==> images/metal_stack.png <==
Scale: 6 px per um.
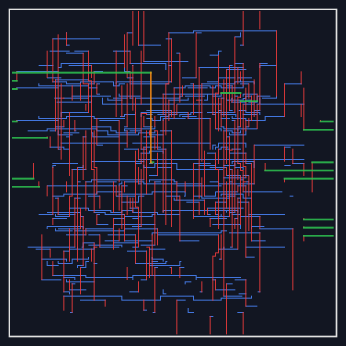
==> images/registers.png <==
Scale: 4 px per um. Other sequential cells in the stronger grey, the rest of the logic in the fainter grey.
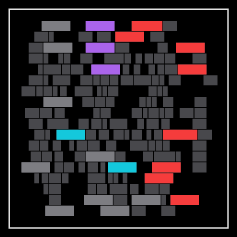
File: src/rtl/subckt_pattern_sequencer_if.sv
// Handshake bundle between the test controller, the pattern sequencer and the subcircuit pair.
// The sig signature port exists only when PAT_MISR_EN is defined.
interface subckt_pattern_sequencer_if #(
    parameter int N_IN  = 3,
    parameter int CNT_W = 8
);
    logic             start;
    logic             abort;
    logic [N_IN-1:0]  pat_out;
    logic             pat_valid;
    logic             dut_resp;
    logic             gold_resp;
    logic             busy;
    logic             done;
    logic             fail;
    logic [CNT_W-1:0] mismatch_cnt;
    logic [N_IN-1:0]  first_fail_pat;
`ifdef PAT_MISR_EN
    logic [15:0]      sig;

    modport master (
        output start, abort, dut_resp, gold_resp,
        input  pat_out, pat_valid, busy, done, fail, mismatch_cnt, first_fail_pat, sig
    );
    modport slave (
        input  start, abort, dut_resp, gold_resp,
        output pat_out, pat_valid, busy, done, fail, mismatch_cnt, first_fail_pat, sig
    );
`else
    modport master (
        output start, abort, dut_resp, gold_resp,
        input  pat_out, pat_valid, busy, done, fail, mismatch_cnt, first_fail_pat
    );
    modport slave (
        input  start, abort, dut_resp, gold_resp,
        output pat_out, pat_valid, busy, done, fail, mismatch_cnt, first_fail_pat
    );
`endif
endinterface

File: src/rtl/subckt_pattern_sequencer.sv
// Exhaustive pattern sequencer: applies every N_IN-bit pattern, waits LATENCY cycles, compares suspect vs golden.
// Optional feature macro PAT_MISR_EN adds a 16-bit MISR signature of the suspect responses.
module subckt_pattern_sequencer #(
    parameter int N_IN    = 3,
    parameter int LATENCY = 3,
    parameter int CNT_W   = 8
) (
    input  logic                     I1470_clk,
    input  logic                     I1477_rst,
    subckt_pattern_sequencer_if.slave bus
);
    localparam int               SET_W    = (LATENCY > 1) ? $clog2(LATENCY) : 1;
    localparam logic [SET_W-1:0] SET_LAST = SET_W'(LATENCY - 1);
    localparam logic [N_IN-1:0]  PAT_LAST = '1;
    localparam logic [CNT_W-1:0] CNT_MAX  = '1;

    typedef enum logic [1:0] {S_IDLE, S_SETTLE, S_COMPARE, S_DONE} state_t;

    state_t           r_state, w_state_nxt;
    logic [SET_W-1:0] r_settle, w_settle_nxt;
    logic [N_IN-1:0]  r_pat, w_pat_nxt;
    logic             r_fail, w_fail_nxt;
    logic [CNT_W-1:0] r_cnt, w_cnt_nxt;
    logic [N_IN-1:0]  r_first, w_first_nxt;
    logic             r_pat_valid, r_busy, r_done;
    logic             w_mismatch;

    function automatic logic [CNT_W-1:0] sat_inc(input logic [CNT_W-1:0] v);
        return (v == CNT_MAX) ? v : v + CNT_W'(1);
    endfunction

`ifdef PAT_MISR_EN
    logic [15:0] r_sig, w_sig_nxt;

    // x^16 + x^12 + x^3 + x + 1, new response folded into bit 0
    function automatic logic [15:0] misr_step(input logic [15:0] s, input logic d);
        logic [15:0] n;
        n    = {s[14:0], 1'b0} ^ (s[15] ? 16'h100B : 16'h0000);
        n[0] = n[0] ^ d;
        return n;
    endfunction
`endif

    always_comb begin
        w_state_nxt  = r_state;
        w_settle_nxt = r_settle;
        w_pat_nxt    = r_pat;
        w_fail_nxt   = r_fail;
        w_cnt_nxt    = r_cnt;
        w_first_nxt  = r_first;
        w_mismatch   = bus.dut_resp ^ bus.gold_resp;
`ifdef PAT_MISR_EN
        w_sig_nxt    = r_sig;
`endif
        case (r_state)
            S_IDLE: begin
                // start beats a simultaneous abort: abort is not looked at here
                if (bus.start) begin
                    w_state_nxt  = S_SETTLE;
                    w_settle_nxt = '0;
                    w_pat_nxt    = '0;
                    w_fail_nxt   = 1'b0;
                    w_cnt_nxt    = '0;
                    w_first_nxt  = '0;
`ifdef PAT_MISR_EN
                    w_sig_nxt    = 16'hFFFF;
`endif
                end
            end
            S_SETTLE: begin
                if (bus.abort) begin
                    w_state_nxt = S_IDLE;
                    w_pat_nxt   = '0;
                end else if (r_settle == SET_LAST) begin
                    w_state_nxt  = S_COMPARE;
                    w_settle_nxt = '0;
                end else begin
                    w_settle_nxt = r_settle + SET_W'(1);
                end
            end
            S_COMPARE: begin
                if (bus.abort) begin
                    w_state_nxt = S_IDLE;
                    w_pat_nxt   = '0;
                end else begin
                    if (w_mismatch) begin
                        w_cnt_nxt = sat_inc(r_cnt);
                        if (!r_fail) begin
                            w_fail_nxt  = 1'b1;
                            w_first_nxt = r_pat;
                        end
                    end
`ifdef PAT_MISR_EN
                    w_sig_nxt = misr_step(r_sig, bus.dut_resp);
`endif
                    if (r_pat == PAT_LAST) begin
                        w_state_nxt = S_DONE;
                    end else begin
                        w_pat_nxt   = r_pat + N_IN'(1);
                        w_state_nxt = S_SETTLE;
                    end
                end
            end
            S_DONE: w_state_nxt = S_IDLE;
            default: w_state_nxt = S_IDLE;
        endcase
    end

    // Status flags are registered from the next state so they line up with r_state
    always_ff @(posedge I1470_clk) begin
        if (I1477_rst) begin
            r_state     <= S_IDLE;
            r_settle    <= '0;
            r_pat       <= '0;
            r_fail      <= 1'b0;
            r_cnt       <= '0;
            r_first     <= '0;
            r_pat_valid <= 1'b0;
            r_busy      <= 1'b0;
            r_done      <= 1'b0;
`ifdef PAT_MISR_EN
            r_sig       <= 16'hFFFF;
`endif
        end else begin
            r_state     <= w_state_nxt;
            r_settle    <= w_settle_nxt;
            r_pat       <= w_pat_nxt;
            r_fail      <= w_fail_nxt;
            r_cnt       <= w_cnt_nxt;
            r_first     <= w_first_nxt;
            r_pat_valid <= (w_state_nxt == S_SETTLE) || (w_state_nxt == S_COMPARE);
            r_busy      <= (w_state_nxt != S_IDLE);
            r_done      <= (w_state_nxt == S_DONE);
`ifdef PAT_MISR_EN
            r_sig       <= w_sig_nxt;
`endif
        end
    end

    assign bus.pat_out        = r_pat;
    assign bus.pat_valid      = r_pat_valid;
    assign bus.busy           = r_busy;
    assign bus.done           = r_done;
    assign bus.fail           = r_fail;
    assign bus.mismatch_cnt   = r_cnt;
    assign bus.first_fail_pat = r_first;
`ifdef PAT_MISR_EN
    assign bus.sig            = r_sig;
`endif
endmodule

File: src/flat_wrapper.sv
// flat-port wrapper written by rule: the top's interface ports become plain ports
module subckt_pattern_sequencer_flat 
#(
    parameter int N_IN    = 3,
    parameter int LATENCY = 3,
    parameter int CNT_W   = 8
)
  (I1470_clk, I1477_rst, bus_start, bus_abort, bus_dut_resp, bus_gold_resp, bus_pat_out, bus_pat_valid, bus_busy, bus_done, bus_fail, bus_mismatch_cnt, bus_first_fail_pat);
  subckt_pattern_sequencer_if #(.N_IN(N_IN), .CNT_W(CNT_W)) bus_i ();
  input  logic I1470_clk;
  input  logic I1477_rst;
  input wire logic [$bits(bus_i.start)-1:0] bus_start;
  input wire logic [$bits(bus_i.abort)-1:0] bus_abort;
  input wire logic [$bits(bus_i.dut_resp)-1:0] bus_dut_resp;
  input wire logic [$bits(bus_i.gold_resp)-1:0] bus_gold_resp;
  output wire logic [$bits(bus_i.pat_out)-1:0] bus_pat_out;
  output wire logic [$bits(bus_i.pat_valid)-1:0] bus_pat_valid;
  output wire logic [$bits(bus_i.busy)-1:0] bus_busy;
  output wire logic [$bits(bus_i.done)-1:0] bus_done;
  output wire logic [$bits(bus_i.fail)-1:0] bus_fail;
  output wire logic [$bits(bus_i.mismatch_cnt)-1:0] bus_mismatch_cnt;
  output wire logic [$bits(bus_i.first_fail_pat)-1:0] bus_first_fail_pat;
  assign bus_i.start = bus_start;
  assign bus_i.abort = bus_abort;
  assign bus_i.dut_resp = bus_dut_resp;
  assign bus_i.gold_resp = bus_gold_resp;
  assign bus_pat_out = bus_i.pat_out;
  assign bus_pat_valid = bus_i.pat_valid;
  assign bus_busy = bus_i.busy;
  assign bus_done = bus_i.done;
  assign bus_fail = bus_i.fail;
  assign bus_mismatch_cnt = bus_i.mismatch_cnt;
  assign bus_first_fail_pat = bus_i.first_fail_pat;
  subckt_pattern_sequencer #(.N_IN(N_IN), .LATENCY(LATENCY), .CNT_W(CNT_W)) u_core (.I1470_clk(I1470_clk), .I1477_rst(I1477_rst), .bus(bus_i));
endmodule
File: config.mk
export PLATFORM = sky130hd
export DESIGN_NAME = subckt_pattern_sequencer_flat
export DESIGN_NICKNAME = d
export VERILOG_FILES = /design/src/rtl/subckt_pattern_sequencer_if.sv /design/src/rtl/subckt_pattern_sequencer.sv /design/src/flat_wrapper.sv
export SDC_FILE = /design/constraint.sdc
export NUM_CORES = 1
export LEC_CHECK = 0
export ABC_CLOCK_PERIOD_IN_PS = 1850
export CAP_MARGIN = 20
export CORE_MARGIN = 2
export CORE_UTILIZATION = 45
export CTS_CLUSTER_SIZE = 16
export DETAILED_ROUTE_END_ITERATION = 16
export PLACE_DENSITY = 0.72
export SETUP_SLACK_MARGIN = 0.05
export SLEW_MARGIN = 25
export SYNTH_ARGS = -nofsm -noshare
export SYNTH_HDL_FRONTEND = slang
export SYNTH_SLANG_ARGS = --single-unit
File: constraint.sdc
create_clock -name I1470_clk -period 1.85 [get_ports I1470_clk]
set_input_delay 0.185 -clock I1470_clk [delete_from_list [all_inputs] [get_ports I1470_clk]]
set_output_delay 0.185 -clock I1470_clk [all_outputs]
set_load 0.01 [all_outputs]
==> reports/metrics.cfg <==
[flow_run]
maxCapViolCount = 0

[worst_hold_path]
min_from = u_core.bus.mismatch_cnt[7]$_SDFFE_PP0P_

[sta]
holdWs_ps = 497.4
final_max_slew_viol_count = 0
finalWorstSetupSlack_ps = 148.9
tightest_slew_ps = 366.5

[critical_path]
worstSetupPathType = reg2reg
rr_worst_depth = 6
path_max_fanout = 6
cp-end-kind = flip-flop

[synthesis]
ys_types = 44
synthCells = 130
yosysMostFrequentCell = dfxtp_1
ys_warn_count = 0
synth_area_um2 = 1139
ys_area_um2 = 1139
adder_share_pct = 5.495
muxShareOfSynthArea_pct = 0.8791

[finish]
fin_area_um2 = 1521
clkCellAreaFrac_pct = 2.385
drive_gt1_share_pct = 17.58
antenna_cells = 0
largestClassByArea = combinational gates

[power]
leakage_nw = 0.5561
pg_comb_w = 0.000109
power_w = 0.0008625
power_leader = sequential cells
p_int_w = 0.0006562

[route]
drt_iter0_markers = 21

[clocking]
htreeDepth = 1
clock-sinks = 22

[grt]
grt-ovfl-total = 0

[floorplanning]
dieWidth_um = 54.30
die_h_um = 54.30
design.core.area_um2 = 2432

[status]
status = finished clean

About metal_stack.png:
| colour | layer | wire length |
|---|---|---|
| red | met2 | 1130 um |
| orange | met4 | 15.0 um |
| green | met3 | 89.0 um |
| blue | met1 | 1190 um |
final WL: 2426 um
routed vias: 1040
aggregate global-route resource usage: 18.12%

About registers.png:
| colour | name in the netlist | flops |
|---|---|---|
| purple | u_core.bus.first_fail_pat | 3 |
| cyan | u_core.r_state | 2 |
| red | u_core.bus.mismatch_cnt | 8 |
Core Util, Final: 62.55%
seq pwr: 0.000487 W
Flop area: 445.4 um2
flop share of the area: 29.28%

Power figures rest on the tool's default switching activity, not on a simulated workload.
